===== src/rtl/base_unpack_st.sv =====
// Word-to-base serializer: takes packed base words over valid/ready and emits one base
// per clock, LSB base first. Optional b_last output under `BASE_UNPACK_LAST_EN.
module base_unpack_st #(
  parameter int BASE_W         = 2,
  parameter int BASES_PER_WORD = 8,
  parameter int CNT_W          = $clog2(BASES_PER_WORD+1)
) (
  input  logic                             clock,
  input  logic                             reset,
  output logic                             w_ready,
  input  logic                             w_valid,
  input  logic [BASE_W*BASES_PER_WORD-1:0] w_data,
  input  logic [CNT_W-1:0]                 w_count,
  input  logic                             b_ready,
  output logic                             b_valid,
  output logic [BASE_W-1:0]                b_data
`ifdef BASE_UNPACK_LAST_EN
  ,
  output logic                             b_last
`endif
);

  localparam int WORD_W = BASE_W*BASES_PER_WORD;

  typedef enum logic {S_IDLE, S_EMIT} state_t;

  state_t             r_state, w_state_nxt;
  logic [WORD_W-1:0]  r_word_q, w_word_nxt;
  logic [CNT_W-1:0]   r_cnt_q, w_cnt_nxt;
  logic [CNT_W-1:0]   w_cnt_clamp;
  logic               w_last_base;
  logic               w_load;
  logic               w_b_fire;

  always_ff @(posedge clock or posedge reset) begin
    if (reset) begin
      r_state  <= S_IDLE;
      r_word_q <= '0;
      r_cnt_q  <= '0;
    end else begin
      r_state  <= w_state_nxt;
      r_word_q <= w_word_nxt;
      r_cnt_q  <= w_cnt_nxt;
    end
  end

  assign w_cnt_clamp = (w_count > CNT_W'(BASES_PER_WORD)) ? CNT_W'(BASES_PER_WORD) : w_count;
  assign w_last_base = (r_state == S_EMIT) && (r_cnt_q == CNT_W'(1));

  // b_ready feeds w_ready combinationally so a new word can land on the last base's cycle.
  assign w_ready  = (r_state == S_IDLE) || (w_last_base && b_ready);
  assign b_valid  = (r_state == S_EMIT);
  assign b_data   = r_word_q[BASE_W-1:0];
  assign w_b_fire = b_valid && b_ready;
  assign w_load   = w_valid && w_ready && (w_count != '0);

`ifdef BASE_UNPACK_LAST_EN
  assign b_last = w_last_base;
`endif

  always_comb begin
    w_state_nxt = r_state;
    w_word_nxt  = r_word_q;
    w_cnt_nxt   = r_cnt_q;
    case (r_state)
      S_IDLE: begin
        if (w_load) begin
          w_word_nxt  = w_data;
          w_cnt_nxt   = w_cnt_clamp;
          w_state_nxt = S_EMIT;
        end
      end
      S_EMIT: begin
        if (w_b_fire) begin
          if (r_cnt_q > CNT_W'(1)) begin
            w_word_nxt = r_word_q >> BASE_W;
            w_cnt_nxt  = r_cnt_q - CNT_W'(1);
          end else if (w_load) begin
            w_word_nxt = w_data;
            w_cnt_nxt  = w_cnt_clamp;
          end else begin
            w_word_nxt  = r_word_q >> BASE_W;
            w_cnt_nxt   = '0;
            w_state_nxt = S_IDLE;
          end
        end
      end
      default: w_state_nxt = S_IDLE;
    endcase
  end

endmodule

===== config.mk =====
export PLATFORM = sky130hd
export DESIGN_NAME = base_unpack_st
export DESIGN_NICKNAME = d
export VERILOG_FILES = /design/src/rtl/base_unpack_st.sv
export SDC_FILE = /design/constraint.sdc
export NUM_CORES = 1
export LEC_CHECK = 0
export CORE_UTILIZATION = 54
export CTS_BUF_LIST = sky130_fd_sc_hd__clkbuf_4 sky130_fd_sc_hd__clkbuf_8
export DETAILED_ROUTE_END_ITERATION = 8
export PLACE_DENSITY = 0.87
export SYNTH_ARGS = -nofsm -noshare
export SYNTH_HDL_FRONTEND = slang
export SYNTH_SLANG_ARGS = --single-unit

===== constraint.sdc =====
create_clock -name clock -period 3.6 [get_ports clock]
set_input_delay 0.72 -clock clock [delete_from_list [all_inputs] [get_ports clock]]
set_output_delay 0.72 -clock clock [all_outputs]
set_load 0.02 [all_outputs]

Fig. 1: M3 wires
Cells faint in the background.
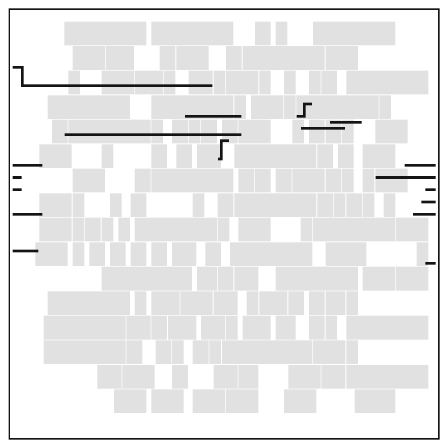
share of all routed wire: 3.6%
main direction: horizontal
wire length on this layer: 87.4 um
longest straight run: 20.9 um
nets with wire on the layer: 18
met3 global-route usage: 4.91%
vias: 967
total detailed-routing wirelength: 2430 um

Fig. 2: wiring by layer
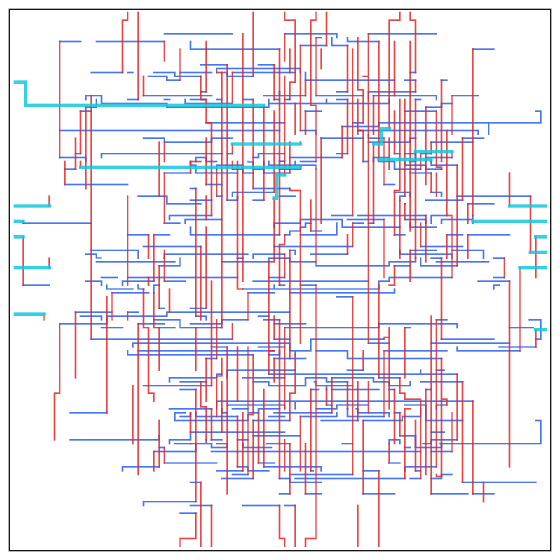
[M3] cyan | wire length: 87.4 um
[M1] blue | wire length: 1140 um
[M2] red | wire length: 1200 um
WL per Instance: 13.7 um
aggregate global-route resource usage: 24.2%

Fig. 3: wiring heat map
The bar under the picture is 10 um long. 9 x 9 tiles, from white (low) to dark blue (high), scaled to the fullest tile. Values are wire area over tile area, all layers added.
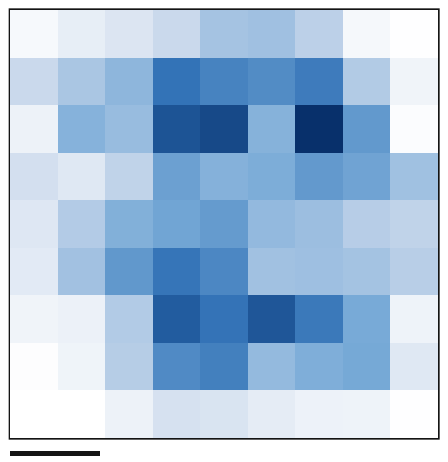
emptiest ninth of the die: lower left
nearly empty tiles: 7.4%
fullest tile: 0.46
tiles over half the peak: 28%

Fig. 4: clock routing
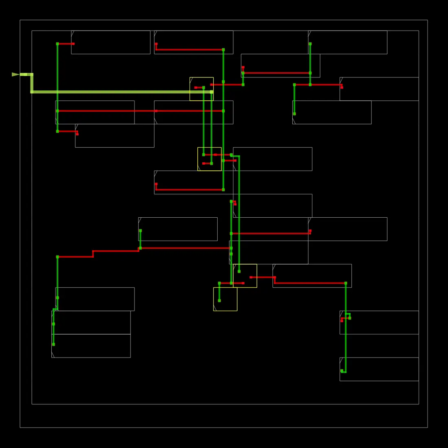
worst clock skew: 0.00355 ns
Clock buffer cells: 4
Late-Pin Clk Latency: 0.30 ns
flip-flops: 21

==> metrics.log <==
[report] extracting results
INFO  metric simple_gate_area_share = 18.3%
INFO  metric final_core_util = 72.1%
INFO  metric post_synth_main_area_contributors = dfrtp_1, a21oi_1, nand2_1
INFO  metric capture_point_of_the_worst_reg_to_reg_path = r_cnt_q[3]$_DFFE_PP0P_
INFO  metric max-cap-violations = 0
INFO  metric hold-path-cell-count = 1
INFO  metric power_per_cell_area = 813 mW/mm^2
INFO  metric floorplan.core_area = 0.00196 sq mm
INFO  metric post-place-cells = 173
INFO  metric floorplan.initialDensity = 57.0%
INFO  metric globalRouteMet2Util = 38.9%
INFO  metric hold_end = r_word_q[14]$_DFFE_PP0P_
INFO  metric h-tree-depth = 1
INFO  metric yosysMostFrequentCell = a21oi_1
INFO  metric synthToLayoutAreaGrowth = 26.7%
INFO  metric slew_headroom = 24.0%
INFO  metric dieWidth = 47.5 um
INFO  metric cts_tree = yes
INFO  metric final_net_count = 177
INFO  metric cts_buf_count = 3
INFO  metric postSynthNetCount = 151
INFO  metric synth_flops = 21
INFO  metric fin_worst_hold_slack = 0.521 ns
INFO  metric syn_avg_cell_area = 8.94 sq um
INFO  metric yosys-stat-area = 0.00112 sq mm
INFO  metric grt_pass1_vias = 897
INFO  metric power.static_leakage = 0.577 nW
INFO  metric yosysSeqAreaShare = 47.0%
INFO  metric yosys_cell_count = 125
INFO  metric synth.cellmix.xorXnorShare = 0%
INFO  metric setup_tns = 0 ns
INFO  metric gp_congestion = 0.810
INFO  metric cts.reportedPaths.clkPinSlew = 0.12 ns
INFO  metric dpl_cell_area = 0.00139 sq mm
INFO  metric most-common-layout-cells = a21oi_1, clkdlybuf4s50_1, dfrtp_1
INFO  metric globalRouteMet1Util = 32.9%
INFO  metric drt_iter0_markers = 14
INFO  metric pin_count = 28
INFO  metric drv_slew = 0
INFO  metric synth.mux.area_fraction = 0%
INFO  metric hold_viol_final = 0
INFO  metric reg2reg_depth = 3
INFO  metric largest_net_degree_at_the_start_of_global_routing = 24
INFO  metric place_ws = 0.738 ns
INFO  metric lay_top_count = a21oi_1
INFO  metric drc = 0
INFO  metric syn-cell-area = 0.00112 sq mm
INFO  metric post_synth_main_logic_family = AND-OR/OR-AND gates
INFO  metric post_cts_hold_buffer_count = 0
INFO  metric crit_required = 2.88 ns
INFO  metric flop_cell = dfrtp_1
INFO  metric ratio_of_cells_with_drive_above_1_in_the_final_layout = 6.00%
INFO  metric critPathArrivalTime = 2.14 ns
INFO  metric synth-async-reset-ratio = 100%
INFO  metric synth_largest_type_area_fraction = 47.0%
INFO  metric startpoint = b_ready
INFO  metric ant_nets = 0
INFO  metric number_of_antenna_violations_at_the_first_check_in_global_routing = 0
INFO  metric layout.cells.non_filler = 177
INFO  metric area_of_the_chip = 0.00225 sq mm
INFO  metric post_cts_resized = 0
INFO  metric antenna-diode-count = 0
INFO  metric fmax = 0.349 GHz
INFO  metric clock_sink_count = 21
INFO  metric min_from = r_word_q[14]$_DFFE_PP0P_
INFO  metric crit_end = w_ready
INFO  metric critPathCaptureType = primary output
INFO  metric die_h = 47.5 um
INFO  metric cp-start-kind = primary input
INFO  metric post-route-min-period = 2.86 ns
INFO  metric worstPathMaxFanout = 5
INFO  metric outcome = finished clean
INFO  metric tightest_slew = 1.13 ns
INFO  metric hold_class = reg -> reg
INFO  metric netlist_instances = 125
INFO  metric global_route_wire_length_before_repair = 3760 um
INFO  metric report.final.setup_viol = 0
INFO  metric final_design_area_no_fill = 0.00142 sq mm
INFO  metric r2r-start = b_valid$_DFF_PP0_
INFO  metric drt-pass1-iter-count = 4
INFO  metric nFillCells = 164
INFO  metric edf_count = 0
INFO  metric log.warning_count = 27
INFO  metric reg_to_reg_slack_setup = 1.65 ns
INFO  metric layout_worst_path_cycle_share = 79.5%
INFO  metric io_buffers = 27
INFO  metric finalPower = 0.00115 W
INFO  metric yosys_warnings = 0
INFO  metric route.detailed.vias_per_inst = 5.46
[critical path, cell delays in order]
cell and delay (ns):
clkdlybuf4s50_1 0.55, nand4bb_4 0.15, nand2_1 0.12, clkdlybuf4s50_1 0.61
[sequential cells by signal (all words and copies together), names as in the netlist]
register,count
r_word_q,16
r_cnt_q,4
b_valid,1
[per-layer routing]
metal	share of wire, %	vias up
met5	0	-
met4	0	0
met3	3.6	0
met2	49	24
met1	47	458
li1	-	485
[cell type report]
class                   instances  area (sq um)  area share [%]
flip-flops and latches         21           526            37.1
well taps                      27          33.8            2.39
multi-input cells              91           522            36.9
inverters                       5          18.8            1.33
clock buffers                   4          30.0            2.12
repair buffers                 29           285            20.2
[where the power goes]
part | switching (W) | internal [W]
logic | 0.000324 | 0.000267
registers | 0.0000876 | 0.000352
clock network | 0.0000698 | 0.0000507
Power and IR drop assume default switching activity.
